==> config.mk <==
export PLATFORM = sky130hd
export DESIGN_NAME = ps2_direction_decoder
export DESIGN_NICKNAME = d
export VERILOG_FILES = /design/src/rtl/ps2_direction_decoder.sv
export SDC_FILE = /design/constraint.sdc
export NUM_CORES = 1
export LEC_CHECK = 0
export CAP_MARGIN = 20
export CORE_AREA = 5 5 69 71
export DETAILED_ROUTE_END_ITERATION = 8
export DIE_AREA = 0 0 74 76
export GPL_TIMING_DRIVEN = 1
export PLACE_DENSITY = 0.81
export SLEW_MARGIN = 20
export SYNTH_ARGS = -nofsm -noshare
export SYNTH_HDL_FRONTEND = slang
export SYNTH_SLANG_ARGS = --single-unit
==> constraint.sdc <==
create_clock -name clock -period 3.5 [get_ports clock]
set_input_delay 0.7 -clock clock [delete_from_list [all_inputs] [get_ports clock]]
set_output_delay 0.7 -clock clock [all_outputs]
set_load 0.01 [all_outputs]
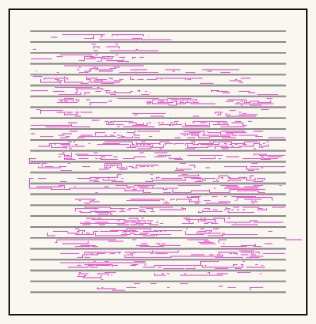
(images/met1.png)
Scale: 4 px per um. Supply wires on this layer in grey.
wire length on this layer = 2010 um
nets with wire on the layer = 279
share of all routed wire = 44%
main direction = horizontal
longest straight run = 20.7 um
met1 usage: 0.207
Routed WL: 4560 um
total vias in the final route: 1900

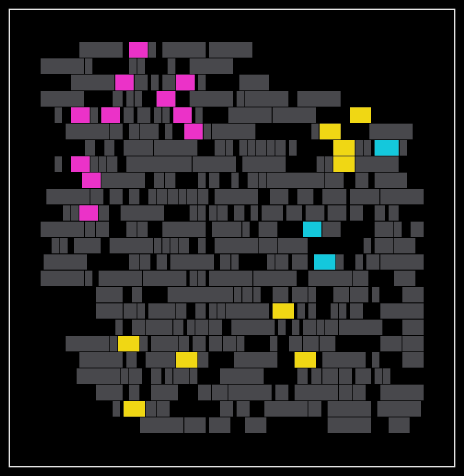
(images/gate_families.png)
Scale: 6 px per um.
yellow -> multiplexers  # cells 9, most used mux2i_1
magenta -> XOR/XNOR gates  # cells 11, most used xor2_1, where upper left
cyan -> AND-OR and OR-AND gates  # cells 3
Post-Layout Cell Count: 347
share of the final layout cell area in multi-input gates: 0.462
most frequent logic cell in the layout: dfxtp_1

==> results.cfg <==
; implementation run metrics
[status]
status = complete, no violations

[power]
power.density_cell_area_nw_per_um2 = 413
leakage_nw = 0.902
seqPwrFrac = 0.556
switching_share_of_power = 0.185
ir_worst_vdd_v = 0.000339

[yosys]
netlist-cell-type-count = 42
avgSynthCellArea_um2 = 8.63
syn_nets = 299
edf_count = 0
post_syn_area_um2 = 2470
postSynth.asyncResetShare = 0
ys.flops = 55
ys_seq_share = 0.446
ys_warn_count = 0
synth.yosys.chip_area_um2 = 2470
number_of_standard_cells_reported_by_yosys = 286

[critical_path]
worst-path-buf-inv = 1
reg2reg_depth = 5
worst_path_largest_cell_delay_ns = 0.60
crit_chain = clkdlybuf4s50_1
worstPathRequired_ns = 2.80
critical_path_depth = 1
startpoint_type = register
timing.critical_path.slowest_stage_cell = clkdlybuf4s50_1
worst-setup-path-type = reg -> out

[die]
dieWidth_um = 74
die-height_um = 76
core_box_area_um2 = 4170
floorplan.core_util = 0.591
chip_area_um2 = 5620
top_level_ports = 12
rows = 24

[finish]
flip_flop_count_of_the_largest_register_all_copies_and_words_added = 14
top_library_cells_by_usage_in_the_layout_fill_and_taps_aside = dfxtp_1, nor2_1, nand2_1
layout-drive-gt1-share = 0.0847
flow.area_growth_from_synthesis_pct = 11.0

[clock_network]
cts_max_level = 2
clk_pin_slew_worst_paths_ns = 0.10
ctsLongestPathBuffers = 2
clock_buffer_count_from_cts = 5
tritoncts = done
cts.hold.buffers_added = 0
clock-root-buffer = clkbuf_8

[sta]
max_slew_margin = 0.677
max_slew.worst_pin.slew_ns = 0.477
timing.hold.ws_ns = 0.416
finalClockPeriodUsage = 0.603
final-hold-violation-count = 0
finalMaxSlewViolations = 0
grt_setup_unrepaired = no
timing.final.setup_violations = 0
fmax_mhz = 474

[placement]
sum_of_net_half_perimeters_after_detailed_placement_um = 3220
place_inst = 339
preCtsSetupSlack_ns = 1.43

[hold_path]
min_path_type = reg -> reg
hold-path-cell-count = 1

[route]
remaining_routing_drc_violations = 0
routed_via_density = 5.48
detail_route.wl_per_cell_um = 13.1

[global_routing]
gr-usage-all-layers = 0.179
global_route_wire_length_before_repair_um = 8180
number_of_global_route_vias_before_repair = 1912
[power by group through the flow]
stage	logic [W]	clock network, W	registers, W
final	0.0000202	0.000481	0.000629
after global routing	0.0000223	0.000514	0.000629
after CTS	0.0000203	0.000494	0.000629
after detailed placement	0.0000202	0	0.000643
after global placement	0.0000201	0	0.000643
after floorplan	0.0000128	0	0.000643
[worst reg2reg max path, delay by kind of cell (launching register included)]
| family | cells | cell delay, ns |
|---|---|---|
| flip-flops | 1 | 0.41 |
| AND-OR/OR-AND | 4 | 1.10 |
| AND/OR/NAND/NOR | 1 | 0.50 |
[layout make-up]
type                    count  area, um^2
clock buffers               6        72.6
clock inverters             2        60.1
fillers                   333        1440
inverters                  13        48.8
multi-input cells         206        1260
flip-flops and latches     55        1100
well taps                  52        65.1
repair buffers             13         125
[layer usage]
metal	global-route usage	vias up	share of wire	wire length, um
li1	-	997	-	-
met5	0	-	0	0
met4	0.0725	0	0.020	91
met1	0.207	867	0.44	2010
met3	0.0435	8	0.035	159
met2	0.309	28	0.50	2300
[kinds of logic after synthesis]
group                    count (synthesis)  share of synthesized area
adder cells (fa/ha/maj)                  8                     0.0406
AND-OR/OR-AND                           40                      0.108
AND/OR/NAND/NOR                        138                      0.289
buffers and inverters                   25                     0.0411
XOR/XNOR                                11                     0.0390
flip-flops                              55                      0.446
multiplexers                             9                     0.0365
[synth_stat cells, types with 2 or more instances]
cell       n  share of area
a211oi_1   2         0.0061
a21oi_1   22          0.045
a31oi_1    3         0.0076
and3_1     5          0.013
clkbuf_1  11          0.017
dfxtp_1   55           0.45
ha_1       8          0.041
inv_1     13          0.020
mux2i_1    9          0.037
nand2_1   34          0.052
nand2b_1   3         0.0076
nand3_1   15          0.030
nand4_1    3         0.0076
nand4b_1   2         0.0071
nor2_1    37          0.056
nor2b_1    3         0.0076
nor3_1     3         0.0061
nor4_1     4          0.010
nor4b_1    3          0.011
o21ai_0    4         0.0081
or2_2      7          0.018
or3_1      4          0.010
or3b_2     5          0.018
or4_1      4          0.012
xnor2_1    5          0.018
xor2_1     6          0.021
[stage by stage]
stage | total power [W] | utilization | cell area (um^2)
2_1_floorplan | 0.000656 | - | 2470
6_report | 0.00113 | 0.656 | 2740
3_5_place_dp | 0.000664 | 0.624 | 2610
4_1_cts | 0.00114 | 0.656 | 2740
3_3_place_gp | 0.000663 | 0.624 | 2610
5_1_grt | 0.00117 | 0.656 | 2740
Power figures rest on the tool's default switching activity, not on a simulated workload.
